**Run 1: clock distribution**

The bar under the picture is 20 um long.
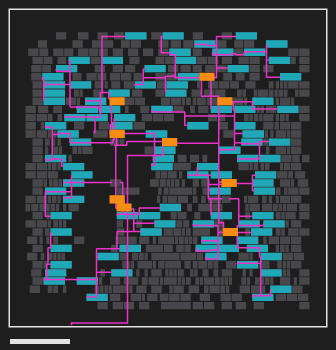
**Run 1: signal metal coverage by tile**

21 x 21 tiles, from dark blue (low) to red (high), scaled to the fullest tile. Values are wire area over tile area, all layers added.
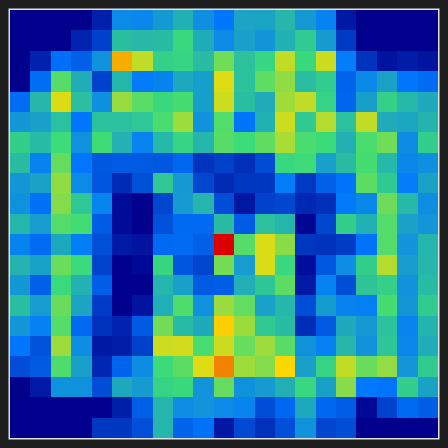
**Run 1: sequential cells grouped by signal name**

The bar under the picture is 20 um long. Other sequential cells in the stronger gray, the rest of the logic in the fainter gray.
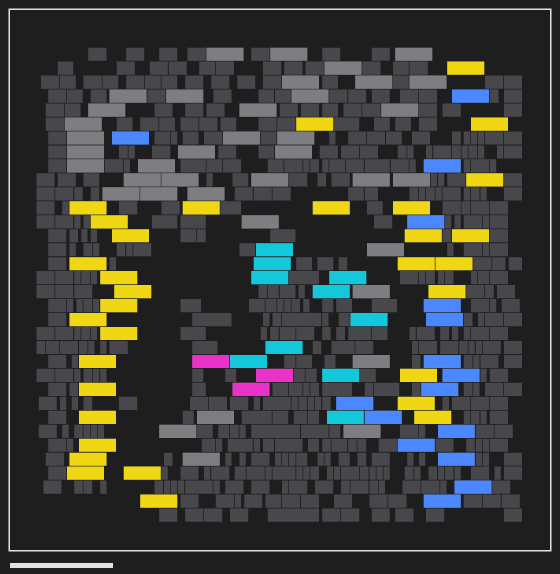
File: src/rtl/axi_lite_reg_master.sv
// rtl/axi_lite_reg_master.sv - single-outstanding command/response to AXI-lite master bridge
// Every AXI wait state is bounded by a per-state timeout that aborts with SLVERR.
module axi_lite_reg_master #(
    parameter int ADDR_WIDTH     = 16,
    parameter int DATA_WIDTH     = 32,
    parameter int TIMEOUT_CYCLES = 1024
) (
    input  logic                  clk,
    input  logic                  rst,
    input  logic                  i_cmd_valid,
    output logic                  o_cmd_ready,
    input  logic                  i_cmd_write,
    input  logic [ADDR_WIDTH-1:0] i_cmd_addr,
    input  logic [DATA_WIDTH-1:0] i_cmd_wdata,
    output logic                  o_rsp_valid,
    input  logic                  i_rsp_ready,
    output logic [DATA_WIDTH-1:0] o_rsp_rdata,
    output logic [1:0]            o_rsp_resp,
    output logic                  o_rsp_timeout,
    output logic                  o_awvalid,
    output logic [ADDR_WIDTH-1:0] o_awaddr,
    input  logic                  i_awready,
    output logic                  o_wvalid,
    output logic [DATA_WIDTH-1:0] o_wdata,
    input  logic                  i_wready,
    input  logic                  i_bvalid,
    output logic                  o_bready,
    input  logic [1:0]            i_bresp,
    output logic                  o_arvalid,
    output logic [ADDR_WIDTH-1:0] o_araddr,
    input  logic                  i_arready,
    input  logic                  i_rvalid,
    output logic                  o_rready,
    input  logic [1:0]            i_rresp,
    input  logic [DATA_WIDTH-1:0] i_rdata
);
    localparam int CNT_W = $clog2(TIMEOUT_CYCLES);

    typedef enum logic [2:0] {
        IDLE,
        WR_ADDR_DATA,
        WR_RESP,
        RD_ADDR,
        RD_DATA,
        RSP
    } state_t;

    state_t                state;
    state_t                state_next;
    logic [ADDR_WIDTH-1:0] addr_q;
    logic [DATA_WIDTH-1:0] wdata_q;
    logic                  aw_done;
    logic                  w_done;
    logic [CNT_W-1:0]      cnt;
    logic                  cmd_ready_q;
    logic [DATA_WIDTH-1:0] rsp_rdata_q;
    logic [1:0]            rsp_resp_q;
    logic                  rsp_timeout_q;

    logic cmd_accept;
    logic aw_hs;
    logic w_hs;
    logic b_hs;
    logic ar_hs;
    logic r_hs;
    logic waiting;
    logic timeout_hit;

    assign o_cmd_ready   = cmd_ready_q;
    assign o_awvalid     = (state == WR_ADDR_DATA) && !aw_done;
    assign o_wvalid      = (state == WR_ADDR_DATA) && !w_done;
    assign o_bready      = (state == WR_RESP);
    assign o_arvalid     = (state == RD_ADDR);
    assign o_rready      = (state == RD_DATA);
    assign o_rsp_valid   = (state == RSP);
    assign o_awaddr      = addr_q;
    assign o_araddr      = addr_q;
    assign o_wdata       = wdata_q;
    assign o_rsp_rdata   = rsp_rdata_q;
    assign o_rsp_resp    = rsp_resp_q;
    assign o_rsp_timeout = rsp_timeout_q;

    assign cmd_accept  = i_cmd_valid && cmd_ready_q;
    assign aw_hs       = o_awvalid && i_awready;
    assign w_hs        = o_wvalid && i_wready;
    assign b_hs        = o_bready && i_bvalid;
    assign ar_hs       = o_arvalid && i_arready;
    assign r_hs        = o_rready && i_rvalid;
    assign waiting     = (state == WR_ADDR_DATA) || (state == WR_RESP) ||
                         (state == RD_ADDR) || (state == RD_DATA);
    assign timeout_hit = (cnt == CNT_W'(TIMEOUT_CYCLES - 1));

    // A handshake completing in the timeout cycle still wins over the abort.
    always_comb begin
        state_next = state;
        case (state)
            IDLE: begin
                if (cmd_accept) begin
                    state_next = i_cmd_write ? WR_ADDR_DATA : RD_ADDR;
                end
            end
            WR_ADDR_DATA: begin
                if ((aw_done || aw_hs) && (w_done || w_hs)) begin
                    state_next = WR_RESP;
                end else if (timeout_hit) begin
                    state_next = RSP;
                end
            end
            WR_RESP: begin
                if (b_hs || timeout_hit) begin
                    state_next = RSP;
                end
            end
            RD_ADDR: begin
                if (ar_hs) begin
                    state_next = RD_DATA;
                end else if (timeout_hit) begin
                    state_next = RSP;
                end
            end
            RD_DATA: begin
                if (r_hs || timeout_hit) begin
                    state_next = RSP;
                end
            end
            RSP: begin
                if (i_rsp_ready) begin
                    state_next = IDLE;
                end
            end
            default: state_next = IDLE;
        endcase
    end

    always_ff @(posedge clk) begin
        if (rst) begin
            state         <= IDLE;
            addr_q        <= '0;
            wdata_q       <= '0;
            aw_done       <= 1'b0;
            w_done        <= 1'b0;
            cnt           <= '0;
            cmd_ready_q   <= 1'b0;
            rsp_rdata_q   <= '0;
            rsp_resp_q    <= 2'b00;
            rsp_timeout_q <= 1'b0;
        end else begin
            state       <= state_next;
            cmd_ready_q <= (state_next == IDLE);

            if (state_next != state) begin
                cnt <= '0;
            end else if (waiting) begin
                cnt <= cnt + 1'b1;
            end

            if (cmd_accept) begin
                addr_q  <= i_cmd_addr;
                wdata_q <= i_cmd_wdata;
                aw_done <= 1'b0;
                w_done  <= 1'b0;
            end else begin
                if (aw_hs) aw_done <= 1'b1;
                if (w_hs)  w_done  <= 1'b1;
            end

            // Entering RSP without a B or R handshake can only be a timeout.
            if (state_next == RSP && state != RSP) begin
                if (b_hs) begin
                    rsp_rdata_q   <= '0;
                    rsp_resp_q    <= i_bresp;
                    rsp_timeout_q <= 1'b0;
                end else if (r_hs) begin
                    rsp_rdata_q   <= i_rdata;
                    rsp_resp_q    <= i_rresp;
                    rsp_timeout_q <= 1'b0;
                end else begin
                    rsp_rdata_q   <= '0;
                    rsp_resp_q    <= 2'b10;
                    rsp_timeout_q <= 1'b1;
                end
            end
        end
    end
endmodule

File: config.mk
export PLATFORM = sky130hd
export DESIGN_NAME = axi_lite_reg_master
export DESIGN_NICKNAME = d
export VERILOG_FILES = /design/src/rtl/axi_lite_reg_master.sv
export SDC_FILE = /design/constraint.sdc
export NUM_CORES = 1
export LEC_CHECK = 0
export CORE_MARGIN = 5
export CORE_UTILIZATION = 43
export DETAILED_ROUTE_END_ITERATION = 12
export HOLD_SLACK_MARGIN = 0.15
export PLACE_DENSITY = 0.95
export SKIP_LAST_GASP = 1
export SLEW_MARGIN = 15
export SYNTH_ARGS = -nofsm -noshare
export SYNTH_HDL_FRONTEND = slang
export SYNTH_SLANG_ARGS = --single-unit
File: constraint.sdc
create_clock -name clk -period 5.6 [get_ports clk]
set_clock_uncertainty 0.15 [all_clocks]
set_input_delay 0.56 -clock clk [delete_from_list [all_inputs] [get_ports clk]]
set_output_delay 0.56 -clock clk [all_outputs]
set_load 0.005 [all_outputs]
==> flow_metrics.tcl, run 1 <==
# metrics dict for downstream scripts
set metrics [dict create \
    run_status "complete, no violations" \
    clock_tree.buffer_depth 2 \
    ff_type "sky130_fd_sc_hd__dfxtp_1" \
    hold_viol 0 \
    route.detailed.drc 0 \
    async_flop_share 0 \
    grt_pass1_wl_mm 18.10 \
    synth.comb.largest_family "AND-OR/OR-AND gates" \
    yosys.area.top_type_share 0.5088 \
    flop_area_um2 1982 \
    tritoncts "done" \
    met1_usage 0.2161 \
    crit_path_max_fanout 49 \
    ys_seq_share 0.5088 \
    setup-tns-final_ps 0 \
    cts_setup_buffers 0 \
    power.switching_uw 407.9 \
    gate_area_um2 1639 \
    port-buffer-count 199 \
    setup.reg_to_reg.worst_slack_ps 2770 \
    cts_resized 0 \
    power.combinational.fraction 0.204 \
    cts_max_level 3 \
    netlist_top_cells_count "sky130_fd_sc_hd__nand2_1 (107), sky130_fd_sc_hd__dfxtp_1 (99), sky130_fd_sc_hd__a21oi_1 (54)" \
    dieWidth_um 105.2 \
    p_leak_nw 2.141 \
    openroad.warnings 26 \
    synthesis.yosys.warnings 0 \
    synth.most_common_cell "sky130_fd_sc_hd__nand2_1" \
    path_type_of_the_worst_min_delay_path "flop to flop" \
    cp.required_ps 5650 \
    io-pin-count 200 \
    timing.critical_path.slowest_cell_delay_ps 580 \
    timing.rr.start "state[0]" \
    setup_viol 0 \
    p_seq_frac 0.514 \
    powerClk_uw 423 \
    worstSkewPairLatency_ps 340 \
    grt_use_met2 0.3768 \
    power_attributed_to_combinational_cells_uw 304 \
    max_cap_violations 0 \
]
Notes on 'clock distribution' above:
legend:
  cyan:
    item: flip-flops
    count: 99
  magenta:
    item: clock wires
    length: 1020 um
  orange:
    item: clock drivers
    count: 9
routed clock nets: 10

Notes on 'signal metal coverage by tile' above:
mean over tiles: 0.17
tiles over half the peak: 18%
emptiest ninth of the die: bottom left
fullest tile: 0.52
nearly empty tiles: 9.1%
Routed WL per cell: 16.25 um
wire length reported by the detailed router: 11.49 mm
number of vias after detailed routing: 3633
overall global routing resource usage: 0.2003

Notes on 'sequential cells grouped by signal name' above:
legend:
  cyan:
    netlist_name: `cnt`
    flops: 10
    where: middle
  blue:
    netlist_name: `o_araddr`
    flops: 16
  magenta:
    netlist_name: `state`
    flops: 3
  yellow:
    netlist_name: `o_wdata`
    flops: 32
not colored: 38
sequential power: 767 uW
Core Util, Final: 0.6822

## run 1: layout make-up
type	instances	share of cell area
clock buffer	10	0.02302
clock inverter	6	0.008162
inverter	9	0.005651
multi-input combinational	274	0.2742
sequential	99	0.3315
tap	108	0.02260
timing repair buffer	201	0.3349
## run 1: worst reg2reg max path, stage by stage (launching register included)
cell and delay [ps]:
sky130_fd_sc_hd__dfxtp_1 730, sky130_fd_sc_hd__nor2_1 150, sky130_fd_sc_hd__and3_1 280, sky130_fd_sc_hd__a211oi_2 300
sky130_fd_sc_hd__o32ai_4 170, sky130_fd_sc_hd__a31oi_4 760, sky130_fd_sc_hd__a22o_1 260
## run 1: state kept, by name, summed over array words and instances, names as in the netlist
signal         count
o_rsp_rdata       32
o_wdata           32
o_araddr          16
cnt               10
state              3
o_rsp_resp         2
aw_done            1
o_cmd_ready        1
o_rsp_timeout      1
w_done             1
## run 1: through the flow
stage / worst slack, ps / hold WS [ps] / total power [mW]
after floorplan: 3544 / 302.7 / 0.9233
after global placement: 2334 / 291.7 / 1.077
after global routing: 2416 / 322.1 / 1.570
final: 2598 / 305.6 / 1.494
after detailed placement: 2204 / 295.7 / 1.088
after CTS: 2575 / 307.9 / 1.510
## run 1: worst paths after layout
kind / endpoint / cells after the start
max reg2reg: o_rsp_rdata[11] / 6
min reg2reg: o_wdata[15] / 2
min: o_wdata[15] / 2
max: cnt[7] / 7
## run 1: cells in the final DEF, fill, tap and decap left out, drive strengths merged, types with 2 or more instances in the layout
cell type	count
nand3	4
nor4	6
clkinvlp	2
clkinv	2
buf	3
a21oi	54
nand2	107
o22ai	2
a2bb2oi	2
nand4	3
mux2i	2
and2	2
xor2	4
nor2b	7
a22o	32
nor3	11
a31oi	2
dfxtp	99
xnor2	7
clkbuf	10
clkdlybuf4s50	198
nor2	13
inv	11
**Run 1: cell outlines without signal wires**

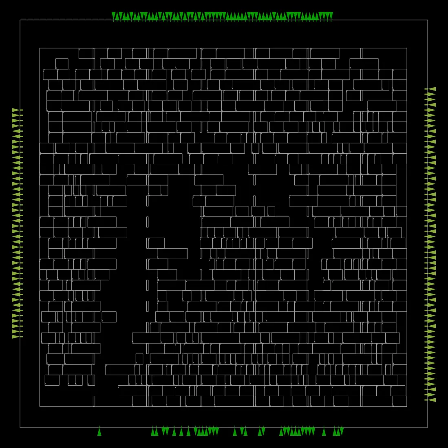

==> run 1 -> run 2 <==
- CORE_UTILIZATION: 43 -> 40
- PLACE_DENSITY: 0.95 -> 0.9
- clock period: 5.6 -> 2.98 ns (I/O delays scaled with it)
**Run 2: cell outlines without signal wires**

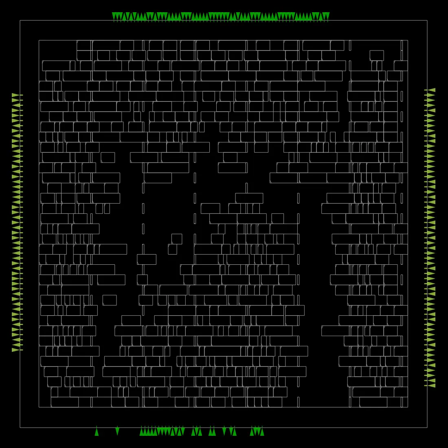
fraction of standard cell area that is sequential: 0.3286
Flops: 99
Placement Rows: 36
tally of non-filler cells in the final layout: 734

==> flow_metrics.tcl, run 2 <==
# metrics dict for downstream scripts
set metrics [dict create \
    tapcells_inserted 133 \
    cts_max_level 3 \
    grt_use_met2 0.3486 \
    n_multi_input_combinational_cell 274 \
    worstSkewPairLatency_ps 350 \
    hold_viol 0 \
    final.hold.worst_slack_ps 286.3 \
    clock_tree.buffer_depth 2 \
    grt_usage 0.1906 \
    flop_area_um2 1982 \
    placement.setup.worst_slack_ps 211.2 \
    run_status "complete, no violations" \
    path_type_of_the_worst_min_delay_path "input port to flop" \
    final_layout_top_logic_cells "sky130_fd_sc_hd__clkdlybuf4s50_1 (198), sky130_fd_sc_hd__nand2_1 (106), sky130_fd_sc_hd__dfxtp_1 (99)" \
    wire_length_reported_by_the_detailed_router_mm 11.40 \
    final_util 0.6256 \
    netlist_top_cells_count "sky130_fd_sc_hd__nand2_1 (107), sky130_fd_sc_hd__dfxtp_1 (99), sky130_fd_sc_hd__a21oi_1 (54)" \
    max_cap_violations 0 \
    sh_comb_area 0.2710 \
    synth.most_common_cell "sky130_fd_sc_hd__nand2_1" \
    fin_total_pwr_mw 2.854 \
    synthesis.yosys.warnings 0 \
    timing.rr.start "state[2]" \
    p_leak_nw 2.154 \
    n_clock_buffer 10 \
    clockNetworkAreaShare 0.03154 \
    min_to "state[2]" \
    layout.cells.largest_class "non-clock buffers" \
    tritoncts "done" \
    layout.non_clock_buffers 204 \
    gate_area_um2 1634 \
    io-pin-count 200 \
    dr_total_vias 3582 \
    cts_resized 0 \
    cp.required_ps 3120 \
    timing.hold.worst_path_depth 2 \
    timing.rr.end "o_rsp_rdata[25]" \
    route.detailed.wl_per_inst_um 15.54 \
    async_flop_share 0 \
    route.detailed.drc 0 \
]
run 2: cell types whose count changed in the layout (fill, tap and decap cells not counted):
cell                        before  now
sky130_fd_sc_hd__nor2_4          1    0
sky130_fd_sc_hd__buf_4           2    5
sky130_fd_sc_hd__inv_8           1    0
sky130_fd_sc_hd__clkbuf_8       10    9
sky130_fd_sc_hd__clkbuf_1        0    1
sky130_fd_sc_hd__clkinv_2        1    0
sky130_fd_sc_hd__clkinv_4        1    0
sky130_fd_sc_hd__nor2_2          0    1
sky130_fd_sc_hd__inv_6           1    2
sky130_fd_sc_hd__bufinv_16       0    1
run 2: power breakdown:
part           leakage [nW]  internal [mW]  switching (mW)  total [mW]
Combinational          1.26          0.323           0.258       0.582
Sequential            0.802           1.39          0.0508        1.44
Clock                0.0894          0.390           0.445       0.835
Total                  2.15           2.10           0.754        2.85
run 2: cell families after synthesis:
logic type               count (synthesis)  share of synthesized area
adder cells (fa/ha/maj)                  1                   0.003212
AND-OR/OR-AND                          102                     0.1947
multiplexers                             2                   0.005140
AND/OR/NAND/NOR                        158                     0.1863
flip-flops                              99                     0.5088
XOR/XNOR                                11                    0.02859
buffers and inverters                   51                    0.07324
run 2: worst max-delay path by stage:
stage / startpoint / to / slack [ps] / depth (start not counted)
global route: state[0] / o_rsp_rdata[21] / 120 / 6
finish: state[2] / o_rsp_rdata[25] / 310 / 6
detailed placement: i_wready / o_rsp_rdata[25] / 210 / 6
global placement: i_wready / o_rsp_rdata[8] / 330 / 6
floorplan: cnt[0] / o_rsp_rdata[10] / 940 / 8
CTS: state[2] / o_rsp_rdata[25] / 310 / 6
**Run 2: clock distribution**

The bar under the picture is 20 um long.
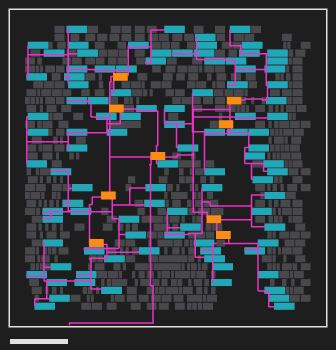

==> run 2 -> run 3 <==
- MAX_ROUTING_LAYER: unset -> met4
- SLEW_MARGIN: 15 -> unset
**Run 3: clock distribution**

The bar under the picture is 20 um long.
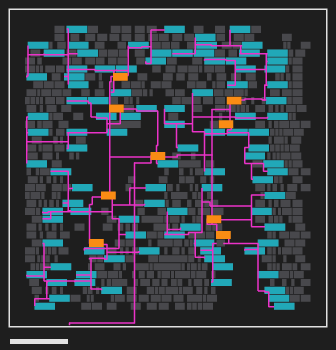
legend:
  magenta:
    item: clock wires
    length: 1110 um
  cyan:
    item: flip-flops
    count: 99
  orange:
    item: clock drivers
    count: 9
flops lie: widely spread

==> flow_metrics.tcl, run 3 <==
# metrics dict for downstream scripts
set metrics [dict create \
    run_status "complete, no violations" \
    final_util 0.6256 \
    synth.cellmix.adderShare 0.003212 \
    grt_pass1_wl_mm 17.80 \
    cts_setup_buffers 0 \
    route.detailed.wl_per_inst_um 15.54 \
    crit_path_max_fanout 32 \
    synth_compound_gate_area_share 0.1947 \
    ff_type "sky130_fd_sc_hd__dfxtp_1" \
    port-buffer-count 199 \
    synth.comb.largest_family "AND-OR/OR-AND gates" \
    openroad.warnings 26 \
    ys_seq_share 0.5088 \
    async_flop_share 0 \
    max_cap_violations 0 \
    synth.most_common_cell "sky130_fd_sc_hd__nand2_1" \
    netlist_top_cells_count "sky130_fd_sc_hd__nand2_1 (107), sky130_fd_sc_hd__dfxtp_1 (99), sky130_fd_sc_hd__a21oi_1 (54)" \
    placement_rows 36 \
    cts_max_level 3 \
    worstSkewPairLatency_ps 350 \
    final.hold.worst_slack_ps 284.9 \
]
==> run 3: cell type report <==
cell class | count | area [um2]
Clock buffer | 10 | 127.6
Clock inverter | 5 | 62.56
Fill cell | 843 | 3608
Inverter | 9 | 33.78
Multi-Input combinational cell | 274 | 1634
Sequential cell | 99 | 1982
Tap cell | 133 | 166.4
Timing Repair Buffer | 204 | 2024
==> run 3: cells by family after synthesis <==
| logic type | Yosys count |
|---|---|
| compound gates | 102 |
| xor+xnor | 11 |
| fa+ha+maj | 1 |
| buf+inv | 51 |
| flops | 99 |
| mux | 2 |
| simple gates | 158 |
==> run 3: per-stage QoR <==
| step | power [mW] | setup slack, ps |
|---|---|---|
| after global placement | 2.030 | 328.9 |
| final | 2.855 | 307.0 |
| after detailed placement | 2.053 | 211.2 |
| after global routing | 3.008 | 119.3 |
| after CTS | 2.901 | 314.6 |
| after floorplan | 1.735 | 942.4 |
==> run 3: where the power goes <==
part | total (mW) | internal (mW) | switching, mW
Clock | 0.836 | 0.390 | 0.446
Sequential | 1.44 | 1.39 | 0.0509
Combinational | 0.582 | 0.323 | 0.259
Total | 2.86 | 2.10 | 0.756
==> run 3: final timing paths <==
| check | start | endpoint | slack [ps] | cells after the start |
|---|---|---|---|---|
| max | state[2] | o_rsp_rdata[25] | 310 | 6 |
| min | rst | state[2] | 280 | 2 |
| max reg2reg | state[2] | o_rsp_rdata[25] | 310 | 6 |
| min reg2reg | o_wdata[27] | o_wdata[27] | 310 | 2 |
==> run 3: routing by layer <==
metal  part of all wire  global-route usage  up-vias
met4              0.012             0.07033        0
li1                   -                   -     1767
met1               0.41              0.2153     1671
met3              0.067             0.04263       10
met2               0.51              0.3491      132
met5                  0                   -        -
No activity file was given, so power comes from the tool's default toggle rates.
